**src/rtl/muldiv_pkg.sv**
```systemverilog
// Shared encodings for the multi-cycle multiply/divide sequencer:
// ALU control codes, unit op codes and FSM states.
package muldiv_pkg;

  localparam logic [5:0] ALU_MUL   = 6'b100111;
  localparam logic [5:0] ALU_MLA   = 6'b101000;
  localparam logic [5:0] ALU_MLS   = 6'b101001;
  localparam logic [5:0] ALU_UMULL = 6'b101010;
  localparam logic [5:0] ALU_UMLAL = 6'b101011;
  localparam logic [5:0] ALU_SMULL = 6'b101100;
  localparam logic [5:0] ALU_SMLAL = 6'b101101;
  localparam logic [5:0] ALU_UDIV  = 6'b101110;
  localparam logic [5:0] ALU_SDIV  = 6'b101111;

  typedef enum logic [2:0] {
    MD_MUL   = 3'd0,
    MD_MLA   = 3'd1,
    MD_MLS   = 3'd2,
    MD_UMULL = 3'd3,
    MD_UMLAL = 3'd4,
    MD_SMULL = 3'd5,
    MD_SMLAL = 3'd6,
    MD_DIV   = 3'd7
  } md_op_e;

  typedef enum logic [1:0] {
    ST_IDLE = 2'b00,
    ST_BUSY = 2'b01,
    ST_DONE = 2'b10
  } state_e;

endpackage

```
**src/rtl/muldiv_sequencer_if.sv**
```systemverilog
// Execute-stage <-> mul/div sequencer signal bundle. The master side is the
// pipeline (E stage + hazard unit); the slave side is the sequencer.
interface muldiv_sequencer_if;
  logic       OpValidE;
  logic [5:0] ALUControlE;
  logic       DivByZeroE;
  logic       FlushE;
  logic       MdStartE;
  logic [2:0] MdOpE;
  logic       MdSignedE;
  logic       MdWideE;
  logic       MdAbortE;
  logic       StallMd;
  logic       MdResultValid;
  logic       MdBusy;

  modport master (
    output OpValidE, ALUControlE, DivByZeroE, FlushE,
    input  MdStartE, MdOpE, MdSignedE, MdWideE, MdAbortE,
           StallMd, MdResultValid, MdBusy
  );

  modport slave (
    input  OpValidE, ALUControlE, DivByZeroE, FlushE,
    output MdStartE, MdOpE, MdSignedE, MdWideE, MdAbortE,
           StallMd, MdResultValid, MdBusy
  );
endinterface

```
**src/rtl/muldiv_decode.sv**
```systemverilog
// Combinational decode of ALU control codes into mul/div op attributes and
// the number of cycles the pipeline must stall for that op.
module muldiv_decode
  import muldiv_pkg::*;
#(
  parameter int MUL_LAT  = 2,
  parameter int MULL_LAT = 3,
  parameter int DIV_LAT  = 33,
  parameter int CNT_W    = 6
) (
  input  logic [5:0]       alu_control,
  input  logic             div_by_zero,
  output logic             is_multicycle,
  output md_op_e           md_op,
  output logic             md_signed,
  output logic             md_wide,
  output logic [CNT_W-1:0] latency
);

  localparam logic [CNT_W-1:0] LAT_MUL  = CNT_W'(MUL_LAT);
  localparam logic [CNT_W-1:0] LAT_MULL = CNT_W'(MULL_LAT);
  localparam logic [CNT_W-1:0] LAT_DIV  = CNT_W'(DIV_LAT);
  localparam logic [CNT_W-1:0] LAT_ONE  = CNT_W'(1);

  always_comb begin
    // NOTE: every output gets a default before the case so no path infers a latch.
    is_multicycle = 1'b0;
    md_op         = MD_MUL;
    md_signed     = 1'b0;
    md_wide       = 1'b0;
    latency       = '0;
    case (alu_control)
      ALU_MUL:   begin is_multicycle = 1'b1; md_op = MD_MUL; latency = LAT_MUL; end
      ALU_MLA:   begin is_multicycle = 1'b1; md_op = MD_MLA; latency = LAT_MUL; end
      ALU_MLS:   begin is_multicycle = 1'b1; md_op = MD_MLS; latency = LAT_MUL; end
      ALU_UMULL: begin
        is_multicycle = 1'b1; md_op = MD_UMULL; md_wide = 1'b1; latency = LAT_MULL;
      end
      ALU_UMLAL: begin
        is_multicycle = 1'b1; md_op = MD_UMLAL; md_wide = 1'b1; latency = LAT_MULL;
      end
      ALU_SMULL: begin
        is_multicycle = 1'b1; md_op = MD_SMULL; md_wide = 1'b1; md_signed = 1'b1;
        latency = LAT_MULL;
      end
      ALU_SMLAL: begin
        is_multicycle = 1'b1; md_op = MD_SMLAL; md_wide = 1'b1; md_signed = 1'b1;
        latency = LAT_MULL;
      end
      // Divide by zero short-circuits: the unit returns 0 after a single cycle.
      ALU_UDIV, ALU_SDIV: begin
        is_multicycle = 1'b1;
        md_op         = MD_DIV;
        md_signed     = (alu_control == ALU_SDIV);
        latency       = div_by_zero ? LAT_ONE : LAT_DIV;
      end
      default: ;
    endcase
  end

endmodule

```
**src/rtl/muldiv_sequencer.sv**
```systemverilog
// Issues multi-cycle mul/div ops from E, stalls F/D/E for the op latency,
// flags the cycle the result may move to M, and aborts the op on a flush.
module muldiv_sequencer
  import muldiv_pkg::*;
#(
  parameter int MUL_LAT  = 2,
  parameter int MULL_LAT = 3,
  parameter int DIV_LAT  = 33,
  parameter int CNT_W    = 6
) (
  input logic                clk,
  input logic                reset,
  muldiv_sequencer_if.slave  bus
);

  logic             dec_mc;
  md_op_e           dec_op;
  logic             dec_signed;
  logic             dec_wide;
  logic [CNT_W-1:0] dec_lat;

  state_e           state_q, state_d;
  logic [CNT_W-1:0] cnt_q, cnt_d;
  md_op_e           op_q;
  logic             signed_q;
  logic             wide_q;
  logic             issue;

  muldiv_decode #(
    .MUL_LAT  (MUL_LAT),
    .MULL_LAT (MULL_LAT),
    .DIV_LAT  (DIV_LAT),
    .CNT_W    (CNT_W)
  ) u_decode (
    .alu_control   (bus.ALUControlE),
    .div_by_zero   (bus.DivByZeroE),
    .is_multicycle (dec_mc),
    .md_op         (dec_op),
    .md_signed     (dec_signed),
    .md_wide       (dec_wide),
    .latency       (dec_lat)
  );

  // Qualifying with reset keeps the combinational start/stall quiet while reset is held.
  assign issue = reset && (state_q == ST_IDLE) && bus.OpValidE && dec_mc && !bus.FlushE;

  always_ff @(posedge clk or negedge reset) begin
    if (!reset) begin
      state_q  <= ST_IDLE;
      cnt_q    <= '0;
      op_q     <= MD_MUL;
      signed_q <= 1'b0;
      wide_q   <= 1'b0;
    end else begin
      // NOTE: non-blocking so every register samples the pre-edge values.
      state_q <= state_d;
      cnt_q   <= cnt_d;
      if (issue) begin
        op_q     <= dec_op;
        signed_q <= dec_signed;
        wide_q   <= dec_wide;
      end
    end
  end

  always_comb begin
    state_d            = state_q;
    cnt_d              = cnt_q;
    bus.MdStartE       = 1'b0;
    bus.StallMd        = 1'b0;
    bus.MdResultValid  = 1'b0;
    bus.MdAbortE       = 1'b0;
    case (state_q)
      ST_IDLE: begin
        if (issue) begin
          bus.MdStartE = 1'b1;
          bus.StallMd  = 1'b1;
          if (dec_lat == CNT_W'(1)) begin
            state_d = ST_DONE;
          end else begin
            state_d = ST_BUSY;
            cnt_d   = dec_lat - CNT_W'(1);
          end
        end
      end
      ST_BUSY: begin
        bus.StallMd = 1'b1;
        if (bus.FlushE) begin
          bus.MdAbortE = 1'b1;
          state_d      = ST_IDLE;
        end else if (cnt_q == CNT_W'(1)) begin
          state_d = ST_DONE;
        end else begin
          cnt_d = cnt_q - CNT_W'(1);
        end
      end
      // Always return to IDLE so the still-present E instruction is not re-issued.
      ST_DONE: begin
        bus.MdAbortE      = bus.FlushE;
        bus.MdResultValid = !bus.FlushE;
        state_d           = ST_IDLE;
      end
      default: state_d = ST_IDLE;
    endcase
  end

  assign bus.MdOpE     = op_q;
  assign bus.MdSignedE = signed_q;
  assign bus.MdWideE   = wide_q;
  assign bus.MdBusy    = (state_q != ST_IDLE);

endmodule
```
**src/flat_wrapper.sv**
```systemverilog
// flat-port wrapper written by rule: the top's interface ports become plain ports
module muldiv_sequencer_flat import muldiv_pkg::*;
#(
  parameter int MUL_LAT  = 2,
  parameter int MULL_LAT = 3,
  parameter int DIV_LAT  = 33,
  parameter int CNT_W    = 6
)
  (clk, reset, bus_OpValidE, bus_ALUControlE, bus_DivByZeroE, bus_FlushE, bus_MdStartE, bus_MdOpE, bus_MdSignedE, bus_MdWideE, bus_MdAbortE, bus_StallMd, bus_MdResultValid, bus_MdBusy);
  muldiv_sequencer_if bus_i ();
  input logic clk;
  input logic reset;
  input wire logic [$bits(bus_i.OpValidE)-1:0] bus_OpValidE;
  input wire logic [$bits(bus_i.ALUControlE)-1:0] bus_ALUControlE;
  input wire logic [$bits(bus_i.DivByZeroE)-1:0] bus_DivByZeroE;
  input wire logic [$bits(bus_i.FlushE)-1:0] bus_FlushE;
  output wire logic [$bits(bus_i.MdStartE)-1:0] bus_MdStartE;
  output wire logic [$bits(bus_i.MdOpE)-1:0] bus_MdOpE;
  output wire logic [$bits(bus_i.MdSignedE)-1:0] bus_MdSignedE;
  output wire logic [$bits(bus_i.MdWideE)-1:0] bus_MdWideE;
  output wire logic [$bits(bus_i.MdAbortE)-1:0] bus_MdAbortE;
  output wire logic [$bits(bus_i.StallMd)-1:0] bus_StallMd;
  output wire logic [$bits(bus_i.MdResultValid)-1:0] bus_MdResultValid;
  output wire logic [$bits(bus_i.MdBusy)-1:0] bus_MdBusy;
  assign bus_i.OpValidE = bus_OpValidE;
  assign bus_i.ALUControlE = bus_ALUControlE;
  assign bus_i.DivByZeroE = bus_DivByZeroE;
  assign bus_i.FlushE = bus_FlushE;
  assign bus_MdStartE = bus_i.MdStartE;
  assign bus_MdOpE = bus_i.MdOpE;
  assign bus_MdSignedE = bus_i.MdSignedE;
  assign bus_MdWideE = bus_i.MdWideE;
  assign bus_MdAbortE = bus_i.MdAbortE;
  assign bus_StallMd = bus_i.StallMd;
  assign bus_MdResultValid = bus_i.MdResultValid;
  assign bus_MdBusy = bus_i.MdBusy;
  muldiv_sequencer #(.MUL_LAT(MUL_LAT), .MULL_LAT(MULL_LAT), .DIV_LAT(DIV_LAT), .CNT_W(CNT_W)) u_core (.clk(clk), .reset(reset), .bus(bus_i));
endmodule
```
**config.mk**
```make
export PLATFORM = sky130hd
export DESIGN_NAME = muldiv_sequencer_flat
export DESIGN_NICKNAME = d
export VERILOG_FILES = /design/src/rtl/muldiv_pkg.sv /design/src/rtl/muldiv_sequencer_if.sv /design/src/rtl/muldiv_decode.sv /design/src/rtl/muldiv_sequencer.sv /design/src/flat_wrapper.sv
export SDC_FILE = /design/constraint.sdc
export NUM_CORES = 1
export LEC_CHECK = 0
export CAP_MARGIN = 0
export CORE_MARGIN = 2
export CORE_UTILIZATION = 51
export DETAILED_ROUTE_END_ITERATION = 6
export PLACE_DENSITY = 0.85
export SLEW_MARGIN = 20
export SYNTH_ARGS = -nofsm -noshare
export SYNTH_HDL_FRONTEND = slang
export SYNTH_HIERARCHICAL = 1
export SYNTH_SLANG_ARGS = --single-unit
```
**constraint.sdc**
```tcl
create_clock -name clk -period 2.4 [get_ports clk]
set_input_delay 0.48 -clock clk [delete_from_list [all_inputs] [get_ports clk]]
set_output_delay 0.48 -clock clk [all_outputs]
set_load 0.005 [all_outputs]
```
==> summary.txt <==
flow finished, numbers: Worst Skew=0.000440 ns, total grt overflow=0, Die Area=2590 um2, Final TNS setup=0 ns, Post-route DRC=0, maximum buffer depth of the clock tree=2, Final Wtd Congestion=0.878, DRT iter0 DRCs=17, Post-Layout Inst Area=1520 um2, share of layout cells above drive strength 1=0.267, OpenROAD warning count=30, non-filler instance count after layout=~190, Yosys top cell by area=dfrtp_1, Max-area cell share=0.290, reg2reg end=u_core/cnt_q[3], kind of end point of the critical path=output port, cts hold-fix bufs=0, Req. time, crit path=1.92 ns, Hold Crit Depth=1, row count=16, Top cells by area=dfrtp_1, ha_1, mux2_2, Met2 Routed Length=1490 um, first-pass GRT wire length=5000 um, kind of critical path=input pin to output port, Tcrit/Tclk final=0.954, CTS root buffer=clkbuf_4, largest net degree at the start of global routing=14, Core Util, Final=0.752, Max Freq=437 MHz, M1 WL=1180 um, Max-cap violations=0, placed insts=185, synthesized area=1120 um2, Tot GR Track Use=0.258, Hold Path End=u_core/bus.MdOpE[2], initial antenna violation count=0, Critical path origin=bus_ALUControlE[4], CORE AREA=2020 um2, fp_density=0.556, RSZ-0062 raised after global routing=no, fraction of registers with async set/reset=1.00, Num CTS Buffers=3, Fin Hold WS=between 0.5 and 0.6 ns, crit path max fanout=3, Clk Latency, worst-skew pair=0.28 ns, PD cells=between 600 and 700 nW/um2, Yosys Warn Count=6, cell area after placement=1470 um2, pre-CTS setup slack=-0.246 ns, met2 usage=0.461, EDFF count, synth=0, via count=1115, Setup violations, final=0, Die W=50.9 um, Seq share, synth=0.290, Clock Pin Slew Worst Setup and Hold Paths=0.09 ns, status=finished clean, Ant. Diodes=0, Gate Count Post-Synth=122, # nets final=184, Commonest flop=dfrtp_1, Tot Pwr=0.927 mW, number of global-route vias before repair=approximately 1200, worst hold path type=flop to flop, Die Ht=between 50 and 60 um, TritonCTS clock tree=built
cells in the mapped netlist (2+ instances only):
cell      instances
dfrtp_1          13
inv_1            13
ha_1              7
nor2_1            7
mux2_2            6
o31ai_1           5
nand2b_1          4
nor3_1            4
xnor2_1           4
a21oi_1           3
buf_4             3
nand2_1           3
nand3b_1          3
o21ai_0           3
a221o_1           2
a31oi_1           2
buf_2             2
buf_6             2
nand4b_1          2
or4_1             2
area by class of cell:
class	count	area [um2]
Fill cell	150	502
Multi-Input combinational cell	90	701
Sequential cell	13	325
Timing Repair Buffer	45	385
Tap cell	27	33.8
Clock buffer	4	26.3
Inverter	13	48.8
power by group:
part	switching (mW)	leakage, nW	internal [mW]
sequential	0.0512	0.171	0.259
clock	0.0782	0.0150	0.0644
combinational	0.239	0.528	0.235
total	0.369	0.714	0.559
critical path, stage by stage:
cell and delay [ns]:
dlygate4sd2_1 0.27, nand2b_1 0.17, nor2_1 0.10, and4b_1 0.24, nand2_2 0.10, buf_4 0.17, nand2b_1 0.06, dlygate4sd2_1 0.23
kinds of logic (layout without fill, tap and decap cells):
group / after synthesis / after routing / synth area share
simple gates: 39 / 39 / 0.225
compound gates: 31 / 31 / 0.217
buf+inv: 21 / 62 / 0.0958
flops: 13 / 13 / 0.290
fa+ha+maj: 7 / 7 / 0.0779
mux: 6 / 6 / 0.0601
xor+xnor: 4 / 4 / 0.0312
other cells: 1 / 3 / 0.00334
flip-flops by register name, indices dropped and copies added, names as in the netlist:
register	cells
u_core/bus.MdWideE	1
u_core/bus.MdOpE	3
u_core/bus.MdSignedE	1
u_core/cnt_q	6
u_core/state_q	2
Fig. 1: power grid
Drawn at 10 px/um. Pins as bars on the die edge.
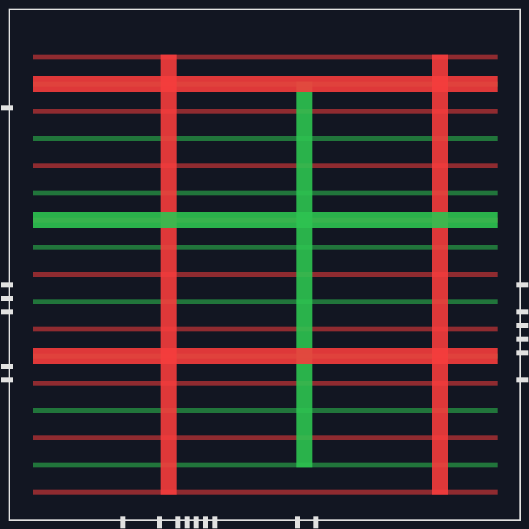
net	colour
VDD	green
VSS	red
rows	16
met1 rails	17
met4 straps	3

Fig. 2: cell area per tile
Drawn at 6 px/um. The die is cut into 10 by 10 equal tiles; white is low, dark blue is high, 0 to 100% covered.
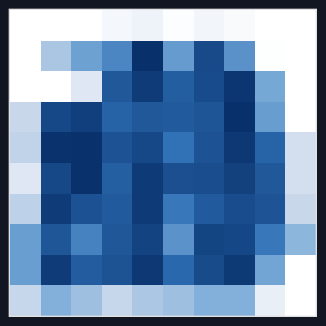
emptiest ninth of the die	top left
densest ninth of the die	middle
fullest tile	100%
mean over tiles	57%
tiles over 75% full	48%

Fig. 3: metal layers overlaid
Drawn at 12 px/um. Only two layers are drawn.
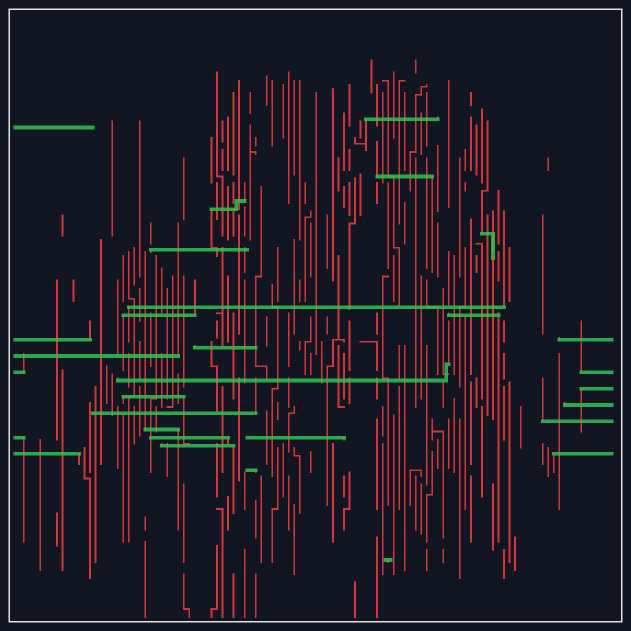
layer	colour	wire length
M2	red	1490 um
M3	green	200 um

Fig. 4: clock distribution
Drawn at 12 px/um.
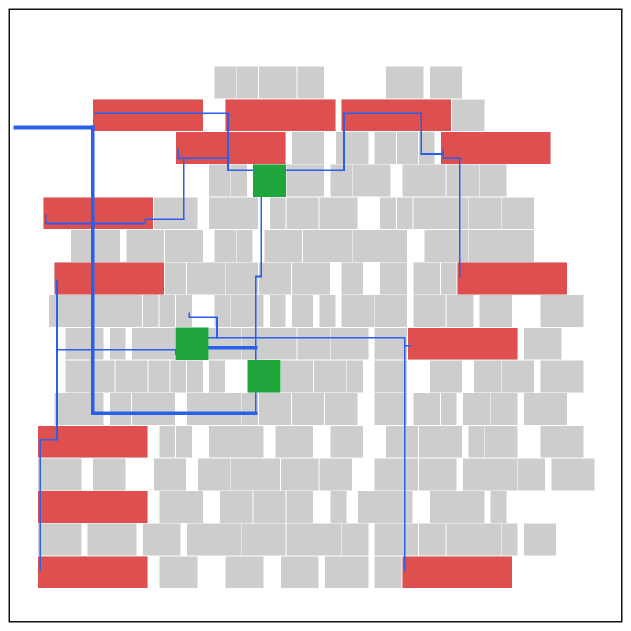
[flip-flops] red | count: 13
[clock wires] blue | length: 226 um
[clock-net drivers] green | count: 3
flops lie	widely spread

Power and IR drop assume default switching activity.
